File: src/rtl/rr_stream_mux.sv
// N_CH-to-1 valid/ready stream mux with round-robin arbitration.
// A granted channel keeps the registered output lane until its last beat.
module rr_stream_mux #(
  parameter int N_CH  = 4,
  parameter int WIDTH = 8,
  parameter int CH_W  = $clog2(N_CH)
) (
  input  logic                  clk,
  input  logic                  rst_n,
  input  logic [N_CH*WIDTH-1:0] in_data,
  input  logic [N_CH-1:0]       in_valid,
  input  logic [N_CH-1:0]       in_last,
  output logic [N_CH-1:0]       in_ready,
  output logic [WIDTH-1:0]      out_data,
  output logic                  out_valid,
  output logic                  out_last,
  output logic [CH_W-1:0]       out_ch,
  input  logic                  out_ready
);

  typedef enum logic {
    S_IDLE,
    S_LOCK
  } state_t;

  state_t           r_state;
  logic [CH_W-1:0]  r_ptr;
  logic [CH_W-1:0]  r_gnt;
  logic [WIDTH-1:0] r_out_data;
  logic             r_out_valid;
  logic             r_out_last;
  logic [CH_W-1:0]  r_out_ch;

  logic [CH_W:0]    w_idx;
  logic [CH_W-1:0]  w_srch;
  logic [CH_W-1:0]  w_sel;
  logic [CH_W-1:0]  w_ptr_nxt;
  logic [N_CH-1:0]  w_rdy;
  logic [WIDTH-1:0] w_data;
  logic             w_free;
  logic             w_any;
  logic             w_xfer;
  logic             w_last;

  // Walk downward so the lowest offset from r_ptr wins.
  always_comb begin
    w_srch = r_ptr;
    w_idx  = '0;
    for (int i = N_CH - 1; i >= 0; i--) begin
      w_idx = {1'b0, r_ptr} + (CH_W+1)'(i);
      if (w_idx >= (CH_W+1)'(N_CH))
        w_idx = w_idx - (CH_W+1)'(N_CH);
      if (in_valid[w_idx[CH_W-1:0]])
        w_srch = w_idx[CH_W-1:0];
    end
  end

  assign w_free = !r_out_valid || out_ready;
  assign w_any  = |in_valid;
  assign w_sel  = (r_state == S_LOCK) ? r_gnt : w_srch;

  always_comb begin
    w_rdy = '0;
    if (rst_n && w_free && (r_state == S_LOCK || w_any))
      w_rdy[w_sel] = 1'b1;
  end

  assign w_xfer    = |(in_valid & w_rdy);
  assign w_last    = in_last[w_sel];
  assign w_data    = in_data[w_sel*WIDTH +: WIDTH];
  assign w_ptr_nxt = (w_sel == CH_W'(N_CH - 1)) ? '0 : w_sel + 1'b1;

  always_ff @(posedge clk or negedge rst_n) begin
    if (!rst_n) begin
      r_state     <= S_IDLE;
      r_ptr       <= '0;
      r_gnt       <= '0;
      r_out_data  <= '0;
      r_out_valid <= 1'b0;
      r_out_last  <= 1'b0;
      r_out_ch    <= '0;
    end else if (w_xfer) begin
      r_out_data  <= w_data;
      r_out_valid <= 1'b1;
      r_out_last  <= w_last;
      r_out_ch    <= w_sel;
      if (w_last) begin
        r_state <= S_IDLE;
        r_ptr   <= w_ptr_nxt;
      end else begin
        r_state <= S_LOCK;
        r_gnt   <= w_sel;
      end
    end else if (w_free) begin
      r_out_valid <= 1'b0;
    end
  end

  assign in_ready  = w_rdy;
  assign out_data  = r_out_data;
  assign out_valid = r_out_valid;
  assign out_last  = r_out_last;
  assign out_ch    = r_out_ch;

endmodule

File: config.mk
export PLATFORM = sky130hd
export DESIGN_NAME = rr_stream_mux
export DESIGN_NICKNAME = d
export VERILOG_FILES = /design/src/rtl/rr_stream_mux.sv
export SDC_FILE = /design/constraint.sdc
export NUM_CORES = 1
export LEC_CHECK = 0
export CAP_MARGIN = 10
export CORE_AREA = 10 10 64 66
export CTS_CLUSTER_DIAMETER = 100
export CTS_CLUSTER_SIZE = 16
export DETAILED_ROUTE_END_ITERATION = 16
export DIE_AREA = 0 0 74 76
export GPL_ROUTABILITY_DRIVEN = 0
export PLACE_DENSITY_LB_ADDON = 0.1
export SETUP_SLACK_MARGIN = 0.5
export SYNTH_ARGS = -nofsm -noshare
export SYNTH_HDL_FRONTEND = slang
export SYNTH_SLANG_ARGS = --single-unit
File: constraint.sdc
create_clock -name clk -period 8 [get_ports clk]
set_clock_uncertainty 0.05 [all_clocks]
set_input_delay 1.6 -clock clk [delete_from_list [all_inputs] [get_ports clk]]
set_output_delay 1.6 -clock clk [all_outputs]
set_load 0.03 [all_outputs]
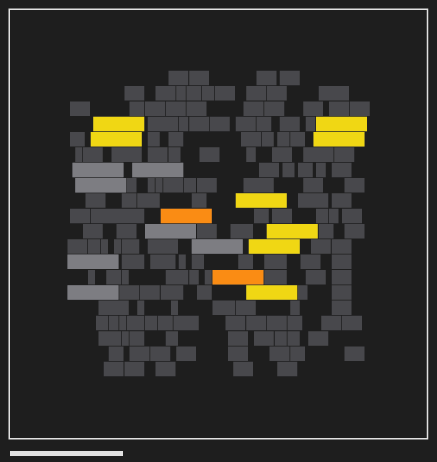
**Above:** run 1 (sequential cells grouped by signal name).
The bar under the picture is 20 microns long.
- orange: `out_ch` (sequential cells 2)
- yellow: `out_data` (sequential cells 8)

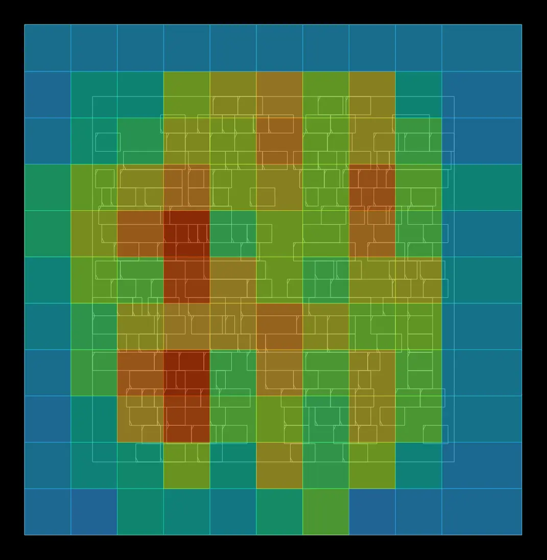
**Above:** run 1 (congestion heat map).
DR WL/cell: 18.0 microns
global-route track usage on met2: 0.232
busiest layer in global routing: met2
global routing usage on met3: 0.0508

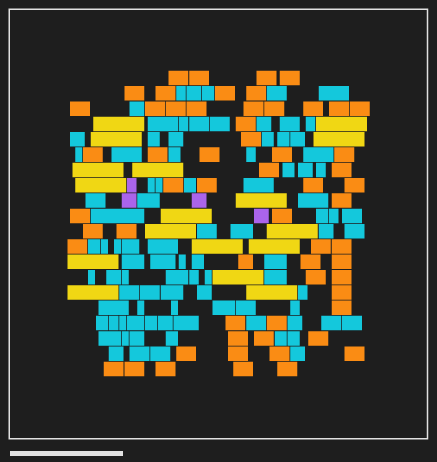
**Above:** run 1 (cell classes on the final placement).
The bar under the picture is 20 microns long.
- purple: clock drivers and dummy loads (cells 4; share of their area 1.5%)
- orange: other buffers and delay cells (cells 59; share of their area 33%)
- yellow: flops (cells 17; share of their area 24%)
- cyan: combinational and other logic (cells 91; share of their area 42%)

==> summary.txt, run 1 <==
Synthesis and PnR results.

- The cell area after synthesis reads 0.00122 sq mm.
- Dividing the final minimum period by the clock period gives 0.756.
- The worst VDD IR drop from the latest analysis is ~0.31 mV.
- The die is about 74 microns wide.
- The switching portion of total power comes to 0.450.
- The share of power burned in the clock network reads 0.065.
- The count of clock tree sinks is 17.
- The number of global-route vias before repair reads 1184.
- Yosys attributes the largest share of cell area to dfrtp_1, mux2i_1, mux2_4.
- The endpoint kind of the worst setup timing path reads an output pin.
- At the worst endpoint, the arrival time is 4.40 ns.
- After synthesis the netlist holds a flip-flop and latch count of 17.
- The share of the core filled by cells before placement is 0.418.
- The share of total power dissipated in combinational logic is 0.696.
- The post-DP HPWL is 2.96 mm.
- The hold violation total from the final report reads 0.
- The synthesis report names the predominant flop master as dfrtp_1.
- The share of async-settable or async-resettable flops after synthesis reads 1.00.
- Per the OpenROAD power report, switching power amounts to 0.309 mW.
- The first global-routing pass estimated 5.86 mm of wire.
- In the synthesis report, Yosys lists the chip area as ~0.0012 sq mm.
- STA lists the endpoint of the worst register-to-register path as out_ch[0]$_DFFE_PN0P_.
- The most critical setup path has its startpoint at in_valid[3].
- Detailed-route iteration 0 reported a violation count of about 50.
- The source of the worst register-to-register timing path is r_ptr[1]$_DFFE_PN0P_.
- The run finished with clean final reports.
- The top layer reached by signal wires is met4.
- The clock buffer count from CTS reads 3.
- In this run the tool buffered the top-level ports with 58 buffer cells.
- The register-to-register path setup slack reads 4.85 ns.
- The number of H-tree levels is 1.
- The global-route congestion overflow total is 0.
- The number of nets in the finished design reads 216.
- The remaining routing DRC violations is 0.
- For the pin with the worst max-slew slack, the measured transition is 0.853 ns.
-- run 1: per-stage QoR --
stage	power, mW	hold WS, ns
6_report	0.687	0.467
5_1_grt	0.741	0.492
4_1_cts	0.694	0.470
3_5_place_dp	0.646	0.448
3_3_place_gp	0.635	0.437
2_1_floorplan	0.506	0.420
-- run 1: how the worst min path moves through the flow --
stage,slack (ns),end,depth (start not counted)
floorplan,0.42,r_gnt[0]$_DFFE_PN0P_,1
global placement,0.44,out_valid$_DFFE_PN0P_,2
detailed placement,0.45,out_data[5]$_DFFE_PN0P_,1
CTS,0.47,out_data[5]$_DFFE_PN0P_,1
global route,0.49,out_data[0]$_DFFE_PN0P_,1
finish,0.47,out_data[5]$_DFFE_PN0P_,1
-- run 1: power by group through the flow --
stage                     logic [mW]  registers, mW  clock network, mW
after floorplan                0.288          0.218                  0
after global placement         0.472          0.163                  0
after detailed placement       0.481          0.165                  0
after CTS                      0.484          0.163             0.0468
after global routing           0.517          0.170             0.0537
final                          0.478          0.164             0.0448
-- run 1: flip-flops by register name, indices dropped and copies added (netlist names) --
signal / count
out_valid: 1
r_gnt: 2
out_last: 1
r_ptr: 2
out_ch: 2
r_state: 1
out_data: 8
-- run 1: kinds of logic (layout without fill, tap and decap cells) --
kind of cell | count (synthesis) | count (layout) | synth area share
flip-flops | 17 | 17 | 0.348
AND-OR/OR-AND | 29 | 29 | 0.194
multiplexers | 29 | 29 | 0.275
buffers and inverters | 14 | 70 | 0.0553
adder cells (fa/ha/maj) | 1 | 1 | 0.0102
AND/OR/NAND/NOR | 25 | 25 | 0.117
-- run 1: metal layers --
metal	up-vias	GRT usage
met3	4	0.0508
met1	521	0.130
met5	-	0
met2	34	0.232
met4	0	0.0261
li1	536	-
-- run 1: placed cells by master, fill, tap and decap left out, drive strengths merged, types with 2 or more instances in the layout --
cell type	n
mux2	16
nor2b	8
and2	2
mux2i	13
a21oi	8
a221oi	2
clkbuf	3
a211oi	9
clkdlybuf4s50	58
o211ai	2
dfrtp	17
nor3b	2
nand2	5
nor2	2
inv	7
-- run 1: area by class of cell --
cell class                      instances  area [sq um]  area share
Clock buffer                            3          22.5      0.0123
Multi-Input combinational cell         84           729       0.397
Tap cell                               33          41.3      0.0225
Sequential cell                        17           425       0.231
Clock inverter                          1          5.00     0.00272
Inverter                                7          26.3      0.0143
Timing Repair Buffer                   59           588       0.320
**Run 1: wiring by layer**

The bar under the picture is 20 microns long. Only two layers are drawn.
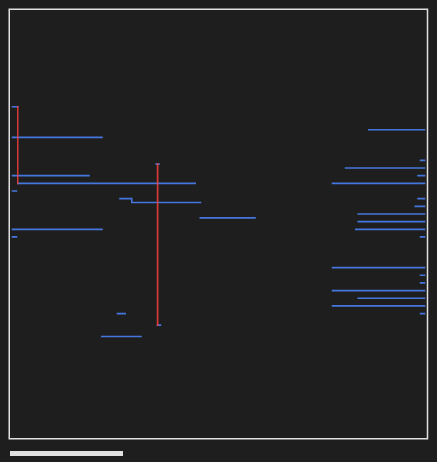

==> run 2, diff against run 1 <==
--- a/config.mk
+++ b/config.mk
@@ -6,11 +6,11 @@
 export NUM_CORES = 1
 export LEC_CHECK = 0
 export CAP_MARGIN = 10
-export CORE_AREA = 10 10 64 66
+export CORE_AREA = 10 10 69 71
 export CTS_CLUSTER_DIAMETER = 100
 export CTS_CLUSTER_SIZE = 16
 export DETAILED_ROUTE_END_ITERATION = 16
-export DIE_AREA = 0 0 74 76
+export DIE_AREA = 0 0 79 81
 export GPL_ROUTABILITY_DRIVEN = 0
 export PLACE_DENSITY_LB_ADDON = 0.1
 export SETUP_SLACK_MARGIN = 0.5
==> constraint.sdc (replaced) <==
create_clock -name clk -period 5 [get_ports clk]
set_clock_uncertainty 0.05 [all_clocks]
set_input_delay 1 -clock clk [delete_from_list [all_inputs] [get_ports clk]]
set_output_delay 1 -clock clk [all_outputs]
set_load 0.03 [all_outputs]
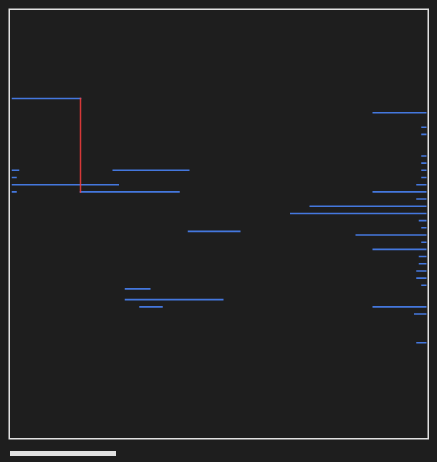
**Above:** run 2 (wiring by layer).
The bar under the picture is 20 microns long. Only two layers are drawn.
- blue: metal 3 (wire length 225 microns)
- red: metal 4 (wire length 17.7 microns)

==> summary.txt, run 2 <==
Synthesis and PnR results.

- The remaining routing DRC violations reads 0 (unchanged).
- The destination of the worst register-to-register timing path is out_data[2]$_DFFE_PN0P_ (was out_ch[0]$_DFFE_PN0P_).
- The overall die width was 79 microns (was 74 microns).
- The power spent charging and discharging nets was 0.495 mW (was 0.309 mW).
- The share of async-settable or async-resettable flops after synthesis is 1.00 (unchanged).
- The count of clock tree sinks is 17 (unchanged).
- The number of nets in the finished design is 219 (was 216).
- The flip-flop count of the largest register after layout reads 8 (unchanged).
- Dividing the final minimum period by the clock period gives 0.848.
- The worst vdd rail ir drop is 0.423 mV (was 0.311 mV).
- The hold violation total from the final report reads 0 (unchanged).
- The worst hold path endpoint is out_data[1]$_DFFE_PN0P_ (was out_data[5]$_DFFE_PN0P_).
- The register-to-register path setup slack reads 2.20 ns (was 4.85 ns).
- The average wire per standard cell came to 16.9 microns (was 18.0 microns).
- The clock buffer count from CTS is 3 (unchanged).
- The share of total power in combinational logic reads 0.698 (was 0.696).
- The number of global-route vias before repair was 1143 (was 1184).
- Status: finished, final reports clean (unchanged).
- The area figure in the yosys stat output is 0.00122 sq mm (unchanged).
- The footprint of the flip-flops and latches reads 425 sq um (unchanged).
- The wire length of the first global-routing pass is 5.98 mm (was 5.86 mm).
- The predominant post-synthesis flop cell reads dfrtp_1 (unchanged).
- The source of the worst register-to-register timing path is r_ptr[1]$_DFFE_PN0P_ (unchanged).
- The share of the core filled by cells before placement is 0.347 (was 0.418).
- Synth top area cells: dfrtp_1, mux2i_1, mux2_4 (unchanged).
- The number of H-tree levels reads 1 (unchanged).
- The endpoint kind of the worst setup timing path reads an output pin (unchanged).
- The footprint of the multi-input gates reads 732 sq um (was 729 sq um).
- The share of total power consumed by net switching was 0.444 (was 0.450).
-- run 2: cell counts after synthesis --
Identical to the previous run, type by type.
-- run 2: power groups by stage --
stage	clock network, mW	registers (mW)	logic (mW)
after floorplan	0	0.349	0.460
after global placement	0	0.259	0.778
after detailed placement	0	0.263	0.785
after CTS	0.0775	0.261	0.791
after global routing	0.0829	0.270	0.844
final	0.0751	0.261	0.778
-- run 2: worst max path at each step --
| stage | end | slack [ns] | cells past startpoint |
|---|---|---|---|
| floorplan | in_ready[2] | 1.18 | 6 |
| global placement | in_ready[3] | 0.48 | 8 |
| detailed placement | in_ready[3] | 0.42 | 8 |
| CTS | in_ready[2] | 0.50 | 7 |
| global route | in_ready[3] | 0.62 | 8 |
| finish | in_ready[3] | 0.76 | 8 |
-- run 2: layout make-up --
class	instances	area share
tap	48	0.0319
clock buffer	4	0.0140
multi-input combinational	84	0.389
sequential	17	0.226
inverter	7	0.0140
timing repair buffer	62	0.325
-- run 2: critical path, delay by kind of cell --
family | cells | cell delay [ns]
buffers and inverters | 3 | 1.07
AND-OR/OR-AND | 2 | 0.57
AND/OR/NAND/NOR | 2 | 0.39
adder cells (fa/ha/maj) | 1 | 0.18
-- run 2: cells by family after synthesis --
family | count (synthesis) | synth area share
muxes | 29 | 0.275
DFF | 17 | 0.348
adders and majority gates | 1 | 0.0102
buffers and inverters | 14 | 0.0553
AOI/OAI and AO/OA | 29 | 0.194
and+or+nand+nor | 25 | 0.117
-- run 2: timing repair --
item / CTS / global route
setup endpoints to repair: 1 / 2
gates resized: 2 / 2
gates cloned: 0 / 0
hold buffers: 0 / 0
buffers inserted: 0 / 0
-- run 2: routing by layer --
metal / wire (microns) / track usage
met5: 0 / 0
met1: 1710 / 0.143
met3: 224 / 0.0353
met2: 1800 / 0.192
met4: 17 / 0.0269
-- run 2: through the flow --
step / hold WS, ns / cells / area, sq um / power, mW / utilization
floorplan: 0.420 / 115 / 1220 / 0.810 / -
global placement: 0.439 / 218 / 1850 / 1.04 / 0.525
detailed placement: 0.445 / 218 / 1850 / 1.05 / 0.525
CTS: 0.470 / 222 / 1880 / 1.13 / 0.533
global route: 0.480 / 222 / 1880 / 1.20 / 0.534
finish: 0.467 / 222 / 1880 / 1.11 / 0.534
Power figures rest on the tool's default switching activity, not on a simulated workload.
